==> config.mk <==
export PLATFORM = sky130hd
export DESIGN_NAME = alu_simd_scheduler_flat
export DESIGN_NICKNAME = d
export VERILOG_FILES = /design/src/rtl/alu_simd_scheduler_if.sv /design/src/rtl/alu_simd_scheduler.sv /design/src/flat_wrapper.sv
export SDC_FILE = /design/constraint.sdc
export NUM_CORES = 1
export LEC_CHECK = 0
export CAP_MARGIN = 20
export CORE_MARGIN = 8
export CORE_UTILIZATION = 37
export CTS_CLUSTER_DIAMETER = 40
export DETAILED_ROUTE_END_ITERATION = 10
export PLACE_DENSITY = 0.82
export SETUP_SLACK_MARGIN = 0.2
export SYNTH_ARGS = -nofsm -noshare
export SYNTH_HDL_FRONTEND = slang
export SYNTH_SLANG_ARGS = --single-unit
export TNS_END_PERCENT = 30
==> constraint.sdc <==
create_clock -name clk -period 1.6 [get_ports clk]
set_input_delay 0.24 -clock clk [delete_from_list [all_inputs] [get_ports clk]]
set_output_delay 0.24 -clock clk [all_outputs]
set_load 0.01 [all_outputs]
==> src/rtl/alu_simd_scheduler_if.sv <==
// Bundle of request, response and ALU-side signals for the SIMD ALU issue scheduler.
// slave = scheduler side, master = requesters / response sink / ALU side.
interface alu_simd_scheduler_if #(
  parameter int Width = 8
);
  logic [1:0]         req_valid;
  logic [1:0]         req_ready;
  logic [5:0]         req_cmd;
  logic [1:0]         req_chain;
  logic [2*Width-1:0] req_w;
  logic [2*Width-1:0] req_x;
  logic [2*Width-1:0] req_y;
  logic [2*Width-1:0] req_z;

  logic [Width-1:0]   alu_W;
  logic [Width-1:0]   alu_X;
  logic [Width-1:0]   alu_Y;
  logic [Width-1:0]   alu_Z;
  logic [1:0]         alu_op;
  logic               alu_Z_controller;
  logic               alu_S_controller;
  logic               alu_W_X_Y_controller;
  logic [1:0]         alu_CIN_W_X_Y_CIN;
  logic [1:0]         alu_CIN_Z_W_X_Y_CIN;
  logic               alu_result_SIDM_carry_in;
  logic [Width-1:0]   alu_S;
  logic [1:0]         alu_COUT_W_X_Y_CIN;
  logic [1:0]         alu_COUT_Z_W_X_Y_CIN;

  logic               rsp_valid;
  logic               rsp_ready;
  logic               rsp_id;
  logic [Width-1:0]   rsp_data;
  logic [3:0]         rsp_cout;

  modport slave (
    input  req_valid, req_cmd, req_chain, req_w, req_x, req_y, req_z,
    output req_ready,
    output alu_W, alu_X, alu_Y, alu_Z, alu_op,
    output alu_Z_controller, alu_S_controller, alu_W_X_Y_controller,
    output alu_CIN_W_X_Y_CIN, alu_CIN_Z_W_X_Y_CIN, alu_result_SIDM_carry_in,
    input  alu_S, alu_COUT_W_X_Y_CIN, alu_COUT_Z_W_X_Y_CIN,
    output rsp_valid, rsp_id, rsp_data, rsp_cout,
    input  rsp_ready
  );

  modport master (
    output req_valid, req_cmd, req_chain, req_w, req_x, req_y, req_z,
    input  req_ready,
    input  alu_W, alu_X, alu_Y, alu_Z, alu_op,
    input  alu_Z_controller, alu_S_controller, alu_W_X_Y_controller,
    input  alu_CIN_W_X_Y_CIN, alu_CIN_Z_W_X_Y_CIN, alu_result_SIDM_carry_in,
    output alu_S, alu_COUT_W_X_Y_CIN, alu_COUT_Z_W_X_Y_CIN,
    input  rsp_valid, rsp_id, rsp_data, rsp_cout,
    output rsp_ready
  );
endinterface

==> src/rtl/alu_simd_scheduler.sv <==
// Two-requester round-robin issue controller for a shared SIMD ALU.
// Stage A holds the issued op and drives the ALU; stage R holds the response.
module alu_simd_scheduler #(
  parameter int Width = 8
) (
  input logic                 clk,
  input logic                 reset,
  alu_simd_scheduler_if.slave bus
);

  localparam logic [2:0] CmdAdd  = 3'd0;
  localparam logic [2:0] CmdSub  = 3'd1;
  localparam logic [2:0] CmdXor3 = 3'd2;
  localparam logic [2:0] CmdAnd  = 3'd3;
  localparam logic [2:0] CmdOr   = 3'd4;
  localparam logic [2:0] CmdAndn = 3'd5;
  localparam logic [2:0] CmdNand = 3'd6;
  localparam logic [2:0] CmdNor  = 3'd7;

  typedef struct packed {
    logic [1:0] op;
    logic       zc;
    logic       sc;
    logic       wxyc;
  } ctrl_t;

  function automatic ctrl_t decode(input logic [2:0] cmd);
    ctrl_t c;
    c = '0;
    case (cmd)
      CmdAdd:  c = '{op: 2'b00, zc: 1'b0, sc: 1'b0, wxyc: 1'b0};
      CmdSub:  c = '{op: 2'b00, zc: 1'b0, sc: 1'b1, wxyc: 1'b1};
      CmdXor3: c = '{op: 2'b01, zc: 1'b0, sc: 1'b0, wxyc: 1'b0};
      CmdAnd:  c = '{op: 2'b10, zc: 1'b0, sc: 1'b0, wxyc: 1'b0};
      CmdOr:   c = '{op: 2'b11, zc: 1'b0, sc: 1'b0, wxyc: 1'b0};
      CmdAndn: c = '{op: 2'b10, zc: 1'b1, sc: 1'b0, wxyc: 1'b0};
      CmdNand: c = '{op: 2'b10, zc: 1'b0, sc: 1'b1, wxyc: 1'b0};
      CmdNor:  c = '{op: 2'b11, zc: 1'b0, sc: 1'b1, wxyc: 1'b0};
      default: c = '0;
    endcase
    return c;
  endfunction

  // stage A
  logic             valid_a;
  logic [Width-1:0] a_w, a_x, a_y, a_z;
  ctrl_t            a_ctrl;
  logic [2:0]       a_cmd;
  logic             a_id;
  logic             a_chain;

  // stage R
  logic             valid_r;
  logic [Width-1:0] r_data;
  logic [3:0]       r_cout;
  logic             r_id;

  // per-requester {cout_z[1:0], cout_wxy[1:0]}
  logic [3:0]       carry_reg [2];
  logic             ptr;

  logic             adv_r, adv_a, accept, a_leave, a_arith;
  logic [1:0]       grant;
  logic             grant_id;
  logic             fire;
  logic [2:0]       sel_cmd;
  logic             sel_chain;
  logic [Width-1:0] sel_w, sel_x, sel_y, sel_z;
  logic [3:0]       cin_sel;

  always_comb begin
    adv_r   = !valid_r || bus.rsp_ready;
    adv_a   = adv_r;
    accept  = !valid_a || adv_a;
    a_leave = valid_a && adv_a;
    a_arith = (a_cmd == CmdAdd) || (a_cmd == CmdSub);
  end

  always_comb begin
    grant    = 2'b00;
    grant_id = 1'b0;
    if (accept) begin
      if (!ptr) begin
        if (bus.req_valid[0]) begin
          grant    = 2'b01;
          grant_id = 1'b0;
        end else if (bus.req_valid[1]) begin
          grant    = 2'b10;
          grant_id = 1'b1;
        end
      end else begin
        if (bus.req_valid[1]) begin
          grant    = 2'b10;
          grant_id = 1'b1;
        end else if (bus.req_valid[0]) begin
          grant    = 2'b01;
          grant_id = 1'b0;
        end
      end
    end
    fire = |grant;
  end

  always_comb begin
    sel_cmd   = grant_id ? bus.req_cmd[5:3] : bus.req_cmd[2:0];
    sel_chain = bus.req_chain[grant_id];
    sel_w     = grant_id ? bus.req_w[2*Width-1:Width] : bus.req_w[Width-1:0];
    sel_x     = grant_id ? bus.req_x[2*Width-1:Width] : bus.req_x[Width-1:0];
    sel_y     = grant_id ? bus.req_y[2*Width-1:Width] : bus.req_y[Width-1:0];
    sel_z     = grant_id ? bus.req_z[2*Width-1:Width] : bus.req_z[Width-1:0];
  end

  always_ff @(posedge clk) begin
    if (reset) begin
      valid_a <= 1'b0;
      a_w     <= '0;
      a_x     <= '0;
      a_y     <= '0;
      a_z     <= '0;
      a_ctrl  <= '0;
      a_cmd   <= '0;
      a_id    <= 1'b0;
      a_chain <= 1'b0;
    end else if (accept) begin
      valid_a <= fire;
      if (fire) begin
        a_w     <= sel_w;
        a_x     <= sel_x;
        a_y     <= sel_y;
        a_z     <= sel_z;
        a_ctrl  <= decode(sel_cmd);
        a_cmd   <= sel_cmd;
        a_id    <= grant_id;
        a_chain <= sel_chain;
      end
    end
  end

  always_ff @(posedge clk) begin
    if (reset) begin
      valid_r <= 1'b0;
      r_data  <= '0;
      r_cout  <= '0;
      r_id    <= 1'b0;
    end else if (adv_r) begin
      valid_r <= valid_a;
      if (valid_a) begin
        r_data <= bus.alu_S;
        r_cout <= {bus.alu_COUT_Z_W_X_Y_CIN, bus.alu_COUT_W_X_Y_CIN};
        r_id   <= a_id;
      end
    end
  end

  // Written on the same edge the next op enters A, so a chained follower sees it directly.
  always_ff @(posedge clk) begin
    if (reset) begin
      carry_reg[0] <= '0;
      carry_reg[1] <= '0;
    end else if (a_leave && a_arith) begin
      carry_reg[a_id] <= {bus.alu_COUT_Z_W_X_Y_CIN, bus.alu_COUT_W_X_Y_CIN};
    end
  end

  always_ff @(posedge clk) begin
    if (reset) begin
      ptr <= 1'b0;
    end else if (fire) begin
      ptr <= ~grant_id;
    end
  end

  always_comb begin
    cin_sel = '0;
    if (valid_a && (a_cmd == CmdAdd) && a_chain) begin
      cin_sel = carry_reg[a_id];
    end
  end

  assign bus.req_ready                = grant;
  assign bus.alu_W                    = a_w;
  assign bus.alu_X                    = a_x;
  assign bus.alu_Y                    = a_y;
  assign bus.alu_Z                    = a_z;
  assign bus.alu_op                   = a_ctrl.op;
  assign bus.alu_Z_controller         = a_ctrl.zc;
  assign bus.alu_S_controller         = a_ctrl.sc;
  assign bus.alu_W_X_Y_controller     = a_ctrl.wxyc;
  assign bus.alu_CIN_W_X_Y_CIN        = cin_sel[1:0];
  assign bus.alu_CIN_Z_W_X_Y_CIN      = cin_sel[3:2];
  assign bus.alu_result_SIDM_carry_in = 1'b0;
  assign bus.rsp_valid                = valid_r;
  assign bus.rsp_id                   = r_id;
  assign bus.rsp_data                 = r_data;
  assign bus.rsp_cout                 = r_cout;

endmodule

==> src/flat_wrapper.sv <==
// flat-port wrapper written by rule: the top's interface ports become plain ports
module alu_simd_scheduler_flat 
#(
  parameter int Width = 8
)
  (clk, reset, bus_req_valid, bus_req_cmd, bus_req_chain, bus_req_w, bus_req_x, bus_req_y, bus_req_z, bus_req_ready, bus_alu_W, bus_alu_X, bus_alu_Y, bus_alu_Z, bus_alu_op, bus_alu_Z_controller, bus_alu_S_controller, bus_alu_W_X_Y_controller, bus_alu_CIN_W_X_Y_CIN, bus_alu_CIN_Z_W_X_Y_CIN, bus_alu_result_SIDM_carry_in, bus_alu_S, bus_alu_COUT_W_X_Y_CIN, bus_alu_COUT_Z_W_X_Y_CIN, bus_rsp_valid, bus_rsp_id, bus_rsp_data, bus_rsp_cout, bus_rsp_ready);
  alu_simd_scheduler_if #(.Width(Width)) bus_i ();
  input logic clk;
  input logic reset;
  input wire logic [$bits(bus_i.req_valid)-1:0] bus_req_valid;
  input wire logic [$bits(bus_i.req_cmd)-1:0] bus_req_cmd;
  input wire logic [$bits(bus_i.req_chain)-1:0] bus_req_chain;
  input wire logic [$bits(bus_i.req_w)-1:0] bus_req_w;
  input wire logic [$bits(bus_i.req_x)-1:0] bus_req_x;
  input wire logic [$bits(bus_i.req_y)-1:0] bus_req_y;
  input wire logic [$bits(bus_i.req_z)-1:0] bus_req_z;
  output wire logic [$bits(bus_i.req_ready)-1:0] bus_req_ready;
  output wire logic [$bits(bus_i.alu_W)-1:0] bus_alu_W;
  output wire logic [$bits(bus_i.alu_X)-1:0] bus_alu_X;
  output wire logic [$bits(bus_i.alu_Y)-1:0] bus_alu_Y;
  output wire logic [$bits(bus_i.alu_Z)-1:0] bus_alu_Z;
  output wire logic [$bits(bus_i.alu_op)-1:0] bus_alu_op;
  output wire logic [$bits(bus_i.alu_Z_controller)-1:0] bus_alu_Z_controller;
  output wire logic [$bits(bus_i.alu_S_controller)-1:0] bus_alu_S_controller;
  output wire logic [$bits(bus_i.alu_W_X_Y_controller)-1:0] bus_alu_W_X_Y_controller;
  output wire logic [$bits(bus_i.alu_CIN_W_X_Y_CIN)-1:0] bus_alu_CIN_W_X_Y_CIN;
  output wire logic [$bits(bus_i.alu_CIN_Z_W_X_Y_CIN)-1:0] bus_alu_CIN_Z_W_X_Y_CIN;
  output wire logic [$bits(bus_i.alu_result_SIDM_carry_in)-1:0] bus_alu_result_SIDM_carry_in;
  input wire logic [$bits(bus_i.alu_S)-1:0] bus_alu_S;
  input wire logic [$bits(bus_i.alu_COUT_W_X_Y_CIN)-1:0] bus_alu_COUT_W_X_Y_CIN;
  input wire logic [$bits(bus_i.alu_COUT_Z_W_X_Y_CIN)-1:0] bus_alu_COUT_Z_W_X_Y_CIN;
  output wire logic [$bits(bus_i.rsp_valid)-1:0] bus_rsp_valid;
  output wire logic [$bits(bus_i.rsp_id)-1:0] bus_rsp_id;
  output wire logic [$bits(bus_i.rsp_data)-1:0] bus_rsp_data;
  output wire logic [$bits(bus_i.rsp_cout)-1:0] bus_rsp_cout;
  input wire logic [$bits(bus_i.rsp_ready)-1:0] bus_rsp_ready;
  assign bus_i.req_valid = bus_req_valid;
  assign bus_i.req_cmd = bus_req_cmd;
  assign bus_i.req_chain = bus_req_chain;
  assign bus_i.req_w = bus_req_w;
  assign bus_i.req_x = bus_req_x;
  assign bus_i.req_y = bus_req_y;
  assign bus_i.req_z = bus_req_z;
  assign bus_req_ready = bus_i.req_ready;
  assign bus_alu_W = bus_i.alu_W;
  assign bus_alu_X = bus_i.alu_X;
  assign bus_alu_Y = bus_i.alu_Y;
  assign bus_alu_Z = bus_i.alu_Z;
  assign bus_alu_op = bus_i.alu_op;
  assign bus_alu_Z_controller = bus_i.alu_Z_controller;
  assign bus_alu_S_controller = bus_i.alu_S_controller;
  assign bus_alu_W_X_Y_controller = bus_i.alu_W_X_Y_controller;
  assign bus_alu_CIN_W_X_Y_CIN = bus_i.alu_CIN_W_X_Y_CIN;
  assign bus_alu_CIN_Z_W_X_Y_CIN = bus_i.alu_CIN_Z_W_X_Y_CIN;
  assign bus_alu_result_SIDM_carry_in = bus_i.alu_result_SIDM_carry_in;
  assign bus_i.alu_S = bus_alu_S;
  assign bus_i.alu_COUT_W_X_Y_CIN = bus_alu_COUT_W_X_Y_CIN;
  assign bus_i.alu_COUT_Z_W_X_Y_CIN = bus_alu_COUT_Z_W_X_Y_CIN;
  assign bus_rsp_valid = bus_i.rsp_valid;
  assign bus_rsp_id = bus_i.rsp_id;
  assign bus_rsp_data = bus_i.rsp_data;
  assign bus_rsp_cout = bus_i.rsp_cout;
  assign bus_i.rsp_ready = bus_rsp_ready;
  alu_simd_scheduler #(.Width(Width)) u_core (.clk(clk), .reset(reset), .bus(bus_i));
endmodule
### Wiring by layer, run 1

Only two layers are drawn.
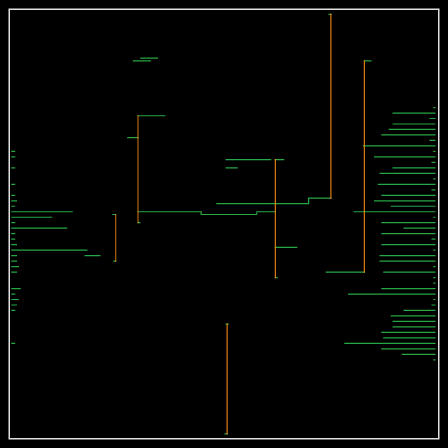
legend:
  M4:
    colour: orange
    wire_length: 192 um
  M3:
    colour: green
    wire_length: 610 um
Avg WL per Cell: 18.32 um
final wirelength: 11100 um
via count: 3039

### Selected gate families, run 1

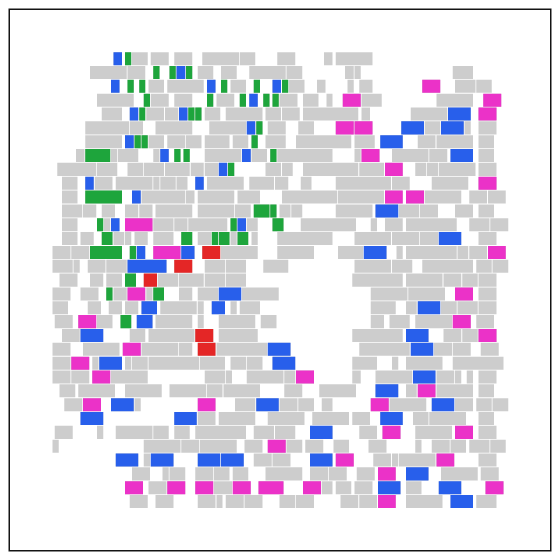
legend:
  non-inverting ao/oa cells:
    colour: red
    cells: 5
  aoi and oai cells:
    colour: blue
    cells: 58
    most_used: a211oi_2
    where: spread over the die
  nand cells:
    colour: green
    cells: 43
    most_used: nand2_1
  mux cells:
    colour: magenta
    cells: 41
    most_used: mux2i_1
    where: spread over the die
fin cells: 606
combinational share of cell area: 0.3157
Top cell excl fill/tap: clkdlybuf4s50_1

==> impl_metrics.toml, run 1 <==
# synthesis and place-and-route metrics
[final_timing]
min_period_over_period = 1.023
timing.setup.tns_ns = -0.1282
setup_viol = 9
whs_ns = 0.4175
setup_slack_ns = -0.03746
fin_skew_ns = 0.007402
min_period_ns = 1.637
drv_slew = 0

[drt]
wl_met3_um = 609
top_layer = "met4"
wl_met1_um = 4392
via_per_inst = 5.015
dr.pass1.iters = 4
ant_nets = 0
wl_met2_um = 5907

[power]
power.leakage_nw = 2.551
p_comb_mw = 1.26
p_seq_mw = 1.92
power_frac_comb = 0.283
power_frac_seq = 0.431
p_per_area_nw_per_um2 = 791.3
swShare = 0.2815
top_power_group = "sequential cells"
powerClk_mw = 1.27
vdd.ir_drop.worst_mv = 0.4194
p_int_mw = 3.206
switchingPower_mw = 1.256

[synthesis]
most_common_cell = "dfxtp_1"
enable_flop_cells = 8
synth.top_cell.area_share = 0.3930
synth_cells = 312
synthTopCellsByArea = "dfxtp_1 39%, mux2i_1 13%, a211oi_1 8.7%, edfxtp_1 8.0%, nor2_1 6.0%"
ys_sh_xor = 0
syn-num-nets = 402
syn-mean-instance-area_sq_um = 9.633
synthArstFlopShare = 0
synth_flops = 67
mux_area_frac = 0.1374
simple_gate_share = 0.1857
top_logic_kind = "simple AND/OR/NAND/NOR gates"
synth_cell_types = 42
compound_area_frac = 0.1457
yosys_warnings = 0
yosys_area_sq_um = 3005
ys_cells = 312

[global_routing]
grt_util_met1 = 0.2079
grt_first_pass_wirelength_um = 17060
grtUsageMet3 = 0.04840
antenna_found_initial = 0
grt.total_usage = 0.1903
busiest_layer = "met2"
grt_use_met2 = 0.3525
grt_pass1_vias = 3270

[min_path]
hold_path.startpoint = "reset"
worst_hold_path.num_cells = 3
hold_path_class = "in2reg"
holdPathEnd = "u_core.bus.rsp_data[5]$_SDFFE_PP0N_"

[floorplan]
tapCellCount = 105
die_w_um = 106.1
chipHeight_um = 106.1
rows = 33
fp_util = 0.3733
io_pins = 147

[job]
maxCapViolations = 0
warning_count = 29

[critical_path]
crit_top_cell = "buf_6"
crit_required_ns = 1.86
crit_start = "u_core.valid_a$_SDFFE_PP0P_"
cp_data_arrival_time_ns = 1.90
path_max_fanout = 6
rrSetupSlack_ns = -0.04
cp.depth = 8
crit_chain = "buf_6 > and3b_2 > nor2_4 > buf_6 > buf_6 > buf_16 > o211ai_1 > a21oi_1"
r2r-end = "u_core.bus.alu_S_controller$_SDFFE_PP0P_"
r2r_cells = 8
crit_buf_inv = 4
worstSetupPathType = "reg2reg"
cp-endpoint = "u_core.bus.alu_S_controller$_SDFFE_PP0P_"
crit_family = "buffers and inverters"
cp-start-kind = "flip-flop"

[layout]
nClkBuffers = 11
drive_gt1_frac = 0.3094
clock_area_frac = 0.03151
syn_to_final_growth_pct = 87.64
nonClkBufAreaFrac = 0.3734
final_cell_mix = "84 x clkdlybuf4s50_1, 54 x dfxtp_1, 54 x dlygate4sd2_1, 38 x mux2i_1, 34 x a211oi_2"
largest_class = "buffers"
inv_count = 3
nets = 587
num-multi-input-gates = 220
comb_area_sq_um = 1780

[place]
place_inst = 562
gp_congestion = 0.8767
dpl_cell_area_sq_um = 4684
place.port_buffers = 145
place_ws_ns = -0.5191

[cts]
cts.path.max_buffers = 2
clkSinkCount = 67
cts_setup_buffers = 16
cts_resized = 169
cts_tree = "yes"
worstSkewPairLatency_ns = 0.33
cts_max_level = 3
cts_root_buffer = "clkbuf_8"
cts_hold_buf = 0

[run_status]
violations = "setup timing"
status = "complete, but fails checks"
### Register map, names as in the netlist, run 1

Bar = 20 um. Other sequential cells in the stronger grey, the rest of the logic in the fainter grey.
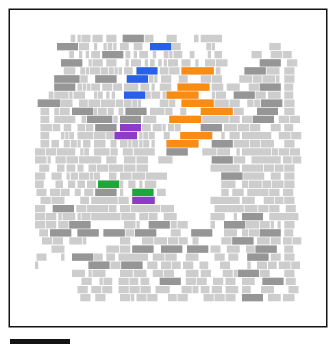
legend:
  `u_core.bus.alu_op`:
    colour: green
    sequential_cells: 2
  `u_core.carry_reg`:
    colour: orange
    sequential_cells: 8
  `u_core.a_cmd`:
    colour: purple
    sequential_cells: 3
  `u_core.bus.rsp_cout`:
    colour: blue
    sequential_cells: 4
    where: north
not coloured: 50
FF+latch area: 1433 sq um
final core occ: 0.7004
sequential cell area share: 0.2540

## Run 2: what changed since run 1
--- a/config.mk
+++ b/config.mk
@@ -6,7 +6,7 @@
 export NUM_CORES = 1
 export LEC_CHECK = 0
 export CAP_MARGIN = 20
-export CORE_MARGIN = 8
+export CORE_MARGIN = 3
 export CORE_UTILIZATION = 37
 export CTS_CLUSTER_DIAMETER = 40
 export DETAILED_ROUTE_END_ITERATION = 10
### The metal 4 layer, run 2

Bar = 20 um.
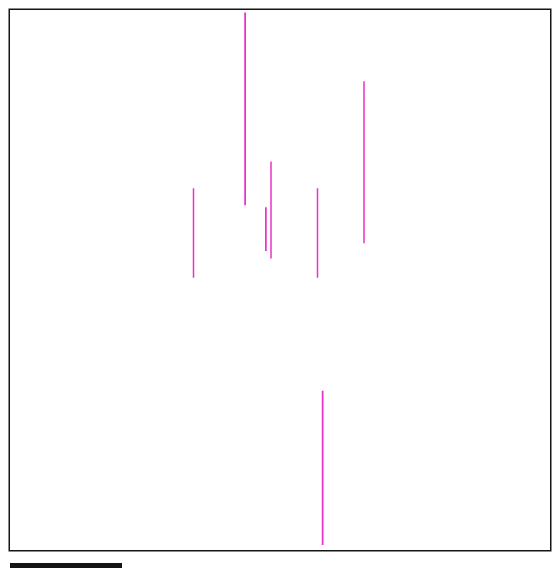
main direction: vertical
share of all routed wire: 1.5%
longest straight run: 34.0 um
via count: 2969
final wirelength: 9674 um

### Wiring by layer, run 2

Only two layers are drawn.
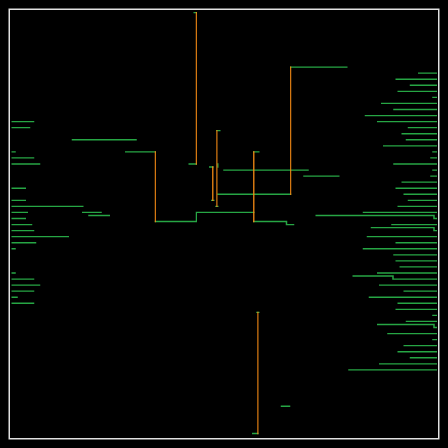
legend:
  M4:
    colour: orange
    wire_length: 146 um
  M3:
    colour: green
    wire_length: 698 um
Avg WL per Cell: 16.29 um
Total GRT Usage: 0.1818

==> run 2 against run 1 <==
The flow now finishes without violations. Critical path depth down 3. Count of clock-buffer cells in the layout down 1. Sequential share of layout area up 0.87 points. Largest cell class unchanged.
==> impl_metrics.toml, run 2 <==
# synthesis and place-and-route metrics
[run_status]
status = "complete, no violations"

[power]
power_frac_comb = 0.277
power.share.clock = 0.272
totalPowerFinal_mw = 4.251
p_per_area_nw_per_um2 = 779.7
swShare = 0.2771
top_power_group = "sequential cells"
vdd.ir_drop.worst_mv = 0.4897
power.leakage_nw = 2.814
powerClk_mw = 1.16
power_frac_seq = 0.451
p_comb_mw = 1.18
p_int_mw = 3.073
switchingPower_mw = 1.178
p_seq_mw = 1.92

[final_timing]
timing.setup.tns_ns = 0
min_period_over_period = 0.9918
fin_skew_ns = 0.007148
setup_viol = 0
min_period_ns = 1.587
drv_slew = 0
whs_ns = 0.4474
setup_slack_ns = 0.01309

[critical_path]
r2r_cells = 6
worstSetupPathType = "reg2out"
crit_buf_inv = 2
path_max_fanout = 3
crit_required_ns = 1.36
r2r-end = "u_core.bus.alu_op[0]$_SDFFE_PP0P_"
crit_slowest_cell = "dfxtp_2"
cp_data_arrival_time_ns = 1.35
crit_chain = "nor2_4 > nand4b_1 > buf_4 > nor2_2 > buf_2"
crit_start = "u_core.a_cmd[2]$_SDFFE_PP0P_"
max_stage_delay_ns = 0.33
rrSetupSlack_ns = 0.03
cp.depth = 5
cp-start-kind = "flip-flop"
crit_family = "simple AND/OR/NAND/NOR gates"
cp-endpoint = "bus_alu_CIN_Z_W_X_Y_CIN[1]"

[drt]
via_per_inst = 4.998
dr.pass1.iters = 4
wl_met1_um = 3724
top_layer = "met4"
wl_met3_um = 698
ant_nets = 0
wl_met2_um = 5106

[layout]
nonClkBufAreaFrac = 0.3647
comb_area_sq_um = 1733
drive_gt1_frac = 0.2581
num-multi-input-gates = 220
fin_util = 0.6982
seq_share = 0.2628
final.fill_count = 583
clock_area_frac = 0.02915
inv_count = 3
final_area_sq_um = 5451
flop-count = 67
nClkBuffers = 10
seq_area_sq_um = 1433
syn_to_final_growth_pct = 81.39
nets = 578
final_cell_mix = "84 x clkdlybuf4s50_1, 54 x dfxtp_1, 37 x nor2_1, 36 x dlymetal6s2s_1, 31 x nand2_1"
lay_top_count = "clkdlybuf4s50_1"
signal_buffers = 187
largest_class = "buffers"

[min_path]
hold_path.startpoint = "reset"
holdPathEnd = "u_core.bus.alu_X[5]$_SDFFE_PP0P_"
hold_path_class = "in2reg"
worst_hold_path.num_cells = 3

[floorplan]
io_pins = 147
die_w_um = 96.13
fp_util = 0.3849
tapCellCount = 102
rows = 32
core-area_sq_um = 7807
chipHeight_um = 96.13

[synthesis]
synthArstFlopShare = 0
ys.flop_type = "dfxtp_1"
ys_cells = 312
fa_ha_area_frac = 0.004163
syn-mean-instance-area_sq_um = 9.633
enable_flop_cells = 8
mux_area_frac = 0.1374
top_logic_kind = "simple AND/OR/NAND/NOR gates"
most_common_cell = "dfxtp_1"
yosys_area_sq_um = 3005
synth.top_cell.area_share = 0.3930
simple_gate_share = 0.1857
synthTopCellsByArea = "dfxtp_1 39%, mux2i_1 13%, a211oi_1 8.7%, edfxtp_1 8.0%, nor2_1 6.0%"
yosys_warnings = 0
synth_cells = 312
compound_area_frac = 0.1457
ys_sh_xor = 0
syn-num-nets = 402
synth_flops = 67
netlist_area_sq_um = 3005
synth_cell_types = 42

[cts]
cts_tree = "yes"
clkSinkCount = 67
cts.path.max_buffers = 2
cts_hold_buf = 0
numCtsBuffers = 9
cts_max_level = 3
cts_resized = 56
worstSkewPairLatency_ns = 0.33
cts_setup_buffers = 9
cts_root_buffer = "clkbuf_8"

[place]
place_inst = 562
place.port_buffers = 145
gp_congestion = 0.8075
dpl_cell_area_sq_um = 4703
dp_hpwl_um = 6468
place_ws_ns = -0.4714

[global_routing]
grt_first_pass_wirelength_um = 13050
grtUsageMet3 = 0.03909
grt_use_met2 = 0.3220
grt_pass1_vias = 2837
antenna_found_initial = 0
grt_util_met1 = 0.2098
busiest_layer = "met2"

[job]
warning_count = 29
maxCapViolations = 0
### Selected gate families, run 2

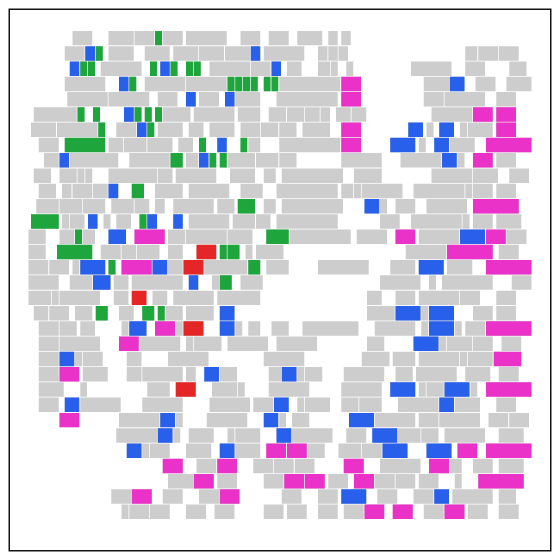
legend:
  non-inverting ao/oa cells:
    colour: red
    cells: 5
  mux cells:
    colour: magenta
    cells: 41
    most_used: mux2i_1
    where: spread over the die
  nand cells:
    colour: green
    cells: 43
    most_used: nand2_1
  aoi and oai cells:
    colour: blue
    cells: 58
    most_used: a211oi_1
    where: spread over the die
combinational share of cell area: 0.3179
fin cells: 594

